### Sequential cells coloured by netlist name

Bar = 20 µm. Other sequential cells in the stronger grey, the rest of the logic in the fainter grey.
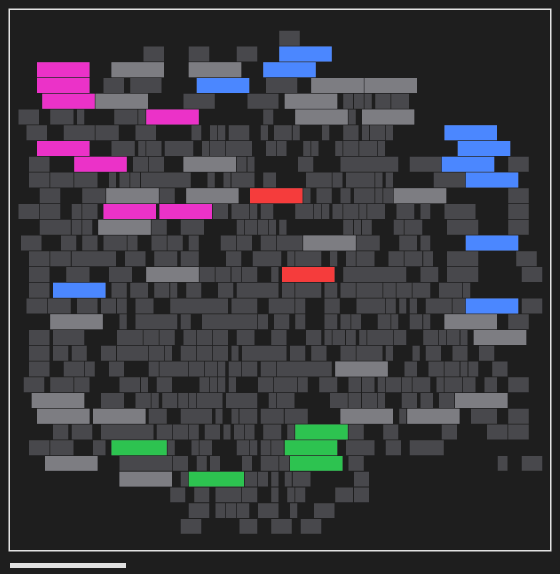
### Gate families picked out

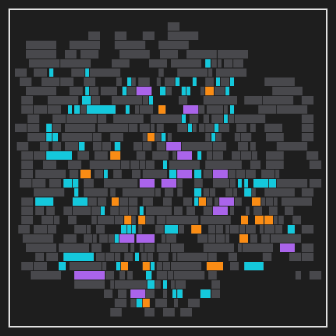
==> config.mk <==
export PLATFORM = sky130hd
export DESIGN_NAME = tty_char_writer
export DESIGN_NICKNAME = d
export VERILOG_FILES = /design/src/rtl/tty_char_writer.sv
export SDC_FILE = /design/constraint.sdc
export NUM_CORES = 1
export LEC_CHECK = 0
export CAP_MARGIN = 20
export CORE_MARGIN = 1
export CORE_UTILIZATION = 40
export DETAILED_ROUTE_END_ITERATION = 12
export PLACE_DENSITY = 0.69
export SYNTH_ARGS = -nofsm -noshare
export SYNTH_HDL_FRONTEND = slang
export SYNTH_SLANG_ARGS = --single-unit
==> constraint.sdc <==
create_clock -name clk_50mhz -period 2.5 [get_ports clk_50mhz]
set_clock_uncertainty 0.2 [all_clocks]
set_input_delay 0.25 -clock clk_50mhz [delete_from_list [all_inputs] [get_ports clk_50mhz]]
set_output_delay 0.25 -clock clk_50mhz [all_outputs]
set_load 0.01 [all_outputs]
==> src/rtl/tty_char_writer.sv <==
// Character-write front end of the VGA text console: turns CPU byte writes into
// video-RAM writes, tracks the cursor and performs line / full-screen blank fills.
module tty_char_writer #(
  parameter int         COLS       = 32,
  parameter int         ROWS       = 30,
  parameter int         ADDR_W     = 10,
  parameter logic [7:0] BLANK_CHAR = 8'h20
) (
  input  logic              clk_50mhz,
  input  logic              rst_n,
  input  logic [31:0]       bus_data,
  input  logic              mem_write,
  output logic              vm_we,
  output logic [ADDR_W-1:0] vm_addr,
  output logic [7:0]        vm_din,
  output logic [ADDR_W-1:0] cursor_addr,
  output logic              busy,
  output logic              overflow
);

  localparam int CW = $clog2(COLS);
  localparam int RW = ADDR_W - CW;
  localparam logic [CW-1:0]     LAST_COL  = CW'(COLS - 1);
  localparam logic [RW-1:0]     LAST_ROW  = RW'(ROWS - 1);
  localparam logic [ADDR_W-1:0] LAST_CELL = ADDR_W'(ROWS * COLS - 1);

  typedef enum logic [1:0] {IDLE, CLR_LINE, CLR_ALL} state_e;

  state_e            state_q, state_d;
  logic [RW-1:0]     row_q, row_d;
  logic [CW-1:0]     col_q, col_d;
  logic [ADDR_W-1:0] fill_q, fill_d;
  logic              pend_vld_q, pend_vld_d;
  logic [7:0]        pend_q, pend_d;
  logic              ovf_q, ovf_d;
  logic              mw_q;
  logic              we_q, we_d;
  logic [ADDR_W-1:0] addr_q, addr_d;
  logic [7:0]        din_q, din_d;

  logic              wr_event;
  logic [7:0]        chr;
  logic              adv_row;
  logic              unused_bus_bits;

  assign wr_event        = mem_write & ~mw_q;
  assign unused_bus_bits = ^bus_data[31:8];

  always_comb begin
    state_d    = state_q;
    row_d      = row_q;
    col_d      = col_q;
    fill_d     = fill_q;
    pend_vld_d = pend_vld_q;
    pend_d     = pend_q;
    ovf_d      = ovf_q;
    we_d       = 1'b0;
    addr_d     = addr_q;
    din_d      = din_q;
    adv_row    = 1'b0;
    // A buffered byte always goes ahead of a fresh event so byte order is preserved.
    chr        = pend_vld_q ? pend_q : bus_data[7:0];

    if (state_q != IDLE && wr_event) begin
      if (pend_vld_q) begin
        ovf_d = 1'b1;
      end else begin
        pend_vld_d = 1'b1;
        pend_d     = bus_data[7:0];
      end
    end

    unique case (state_q)
      IDLE: begin
        if (pend_vld_q) begin
          pend_vld_d = wr_event;
          if (wr_event) pend_d = bus_data[7:0];
        end
        if (pend_vld_q || wr_event) begin
          if (chr >= 8'h20) begin
            we_d   = 1'b1;
            addr_d = {row_q, col_q};
            din_d  = chr;
            if (col_q == LAST_COL) begin
              col_d   = '0;
              adv_row = 1'b1;
            end else begin
              col_d = col_q + 1'b1;
            end
          end else begin
            case (chr)
              8'h0D: col_d = '0;
              8'h0A: adv_row = 1'b1;
              8'h08: begin
                if (row_q != '0 || col_q != '0) begin
                  if (col_q == '0) begin
                    col_d = LAST_COL;
                    row_d = row_q - 1'b1;
                  end else begin
                    col_d = col_q - 1'b1;
                  end
                  we_d   = 1'b1;
                  addr_d = {row_d, col_d};
                  din_d  = BLANK_CHAR;
                end
              end
              8'h0C: begin
                row_d   = '0;
                col_d   = '0;
                fill_d  = '0;
                state_d = CLR_ALL;
              end
              default: ;
            endcase
          end
        end
      end
      CLR_LINE: begin
        we_d   = 1'b1;
        din_d  = BLANK_CHAR;
        addr_d = {row_q, fill_q[CW-1:0]};
        fill_d = fill_q + 1'b1;
        if (fill_q[CW-1:0] == LAST_COL) state_d = IDLE;
      end
      CLR_ALL: begin
        we_d   = 1'b1;
        din_d  = BLANK_CHAR;
        addr_d = fill_q;
        fill_d = fill_q + 1'b1;
        if (fill_q == LAST_CELL) state_d = IDLE;
      end
      default: state_d = IDLE;
    endcase

    // Scrolling off the bottom wraps to the top row, which must be blanked first.
    if (adv_row) begin
      if (row_q == LAST_ROW) begin
        row_d   = '0;
        fill_d  = '0;
        state_d = CLR_LINE;
      end else begin
        row_d = row_q + 1'b1;
      end
    end
  end

  always_ff @(posedge clk_50mhz or negedge rst_n) begin
    if (!rst_n) begin
      state_q    <= IDLE;
      row_q      <= '0;
      col_q      <= '0;
      fill_q     <= '0;
      pend_vld_q <= 1'b0;
      pend_q     <= '0;
      ovf_q      <= 1'b0;
      mw_q       <= 1'b0;
      we_q       <= 1'b0;
      addr_q     <= '0;
      din_q      <= '0;
    end else begin
      state_q    <= state_d;
      row_q      <= row_d;
      col_q      <= col_d;
      fill_q     <= fill_d;
      pend_vld_q <= pend_vld_d;
      pend_q     <= pend_d;
      ovf_q      <= ovf_d;
      mw_q       <= mem_write;
      we_q       <= we_d;
      addr_q     <= addr_d;
      din_q      <= din_d;
    end
  end

  assign vm_we       = we_q;
  assign vm_addr     = addr_q;
  assign vm_din      = din_q;
  assign cursor_addr = {row_q, col_q};
  assign busy        = (state_q != IDLE);
  assign overflow    = ovf_q;

endmodule

==> metrics.yaml <==
synthesis:
  top_cells_by_count: "dfrtp_1 (52), nor2_1 (40), mux2_2 (28), nand2_1 (22), a21oi_1 (19)"
  yosys_most_used_dff: "dfrtp_1"
  seq_area_frac_synth: 0.390
  syn_area_um2: 3330
  yosysMostFrequentCell: "dfrtp_1"
sta:
  worst_slack_ns: -0.258
  post-route-period-util: 1.10
  relSlewSlack: 0.688
  final-max-slew-violation-count: 0
  setup_tns_ns: -5.84
  tightestPinTransition_ns: 0.467
  setup_viol: 31
  hold_viol: 0
clock_tree:
  clockBufferDepth: 2
  tritoncts: "yes"
grt:
  grt_overflow: 0
  grt_max_degree: 23
critical_path:
  crit_fanout: 9
  path_cells: "inv_2 > ha_4 > or4b_4 > nor3_4 > a311oi_4 > o21ai_1 > a21o_1 > buf_4 > buf_16 > mux2_4"
  crit_type: "flip-flop to flip-flop"
  required_ns: 2.50
  cp_slowest_cell: "or4b_4"
  r2r_slack_ns: -0.26
power:
  pwr-share-comb: 0.451
  pwr-share-clk: 0.179
  peakVddDrop_uv: 355
  p_leak_nw: 2.03
  power_leader: "combinational cells"
  powerComb_mw: 1.50
  switching_share: 0.341
finish:
  drive_above_1_share: 0.310
  nClkBuffers: 5
  dominant_cells: "logic gates"
  buffers: 113
  nets: 501
die:
  initial_core_util: 0.423
  die_w_um: 93.3
  taps: 102
placement:
  gp_congestion: 0.868
  dp.cells: 531
  dpl.hpwl_um: 6490
routing:
  wirelength_um: 8730
  wl_met1_um: 3850
  ant_nets: 0
  avgRoutedWirePerCell_um: 15.7
run_status:
  status: "finished, violations left"
  failed_checks: "negative setup slack"
job:
  drv_cap: 0
Back to the opening pictures, 'Sequential cells coloured by netlist name':
[green] col_q | flops: 5 | where: south
[red] state_q | flops: 2
[blue] vm_addr | flops: 10
[magenta] vm_din | flops: 8 | where: north-west
not coloured: 27
Seq group: 1.23 mW
Flop area: 1300 µm²
Seq/total area: 0.280
Final Util: 0.591

Back to the opening pictures, 'Gate families picked out':
[cyan] NOR gates | cells: 71 | most used: nor2_1
[orange] AND and OR gates | cells: 19 | most used: or4_1
[purple] adder and majority cells | cells: 15 | most used: ha_1
most numerous logic cell after layout: buf_4
Non-Filler Instances: 554
logic share of the area: 0.442

==> flip-flops by register name, indices dropped and copies added, names as in the netlist <==
signal	cells
vm_din	8
state_q	2
overflow	1
fill_q	10
col_q	5
pend_vld_q	1
mw_q	1
vm_addr	10
pend_q	8
row_q	5
vm_we	1
==> logic make-up after synthesis <==
logic type      synth area share
compound gates             0.163
xor+xnor                  0.0184
fa+ha+maj                 0.0563
buf+inv                   0.0507
flops                      0.390
mux                        0.122
simple gates               0.199
==> repair_timing <==
action	CTS	global route
hold buffers	1	0
resized	25	10
setup buffers	10	3
pin swaps	14	3
setup endpoints to repair	38	39
hold endpoints to repair	14	0
cloned	2	0
No activity file was given, so power comes from the tool's default toggle rates.
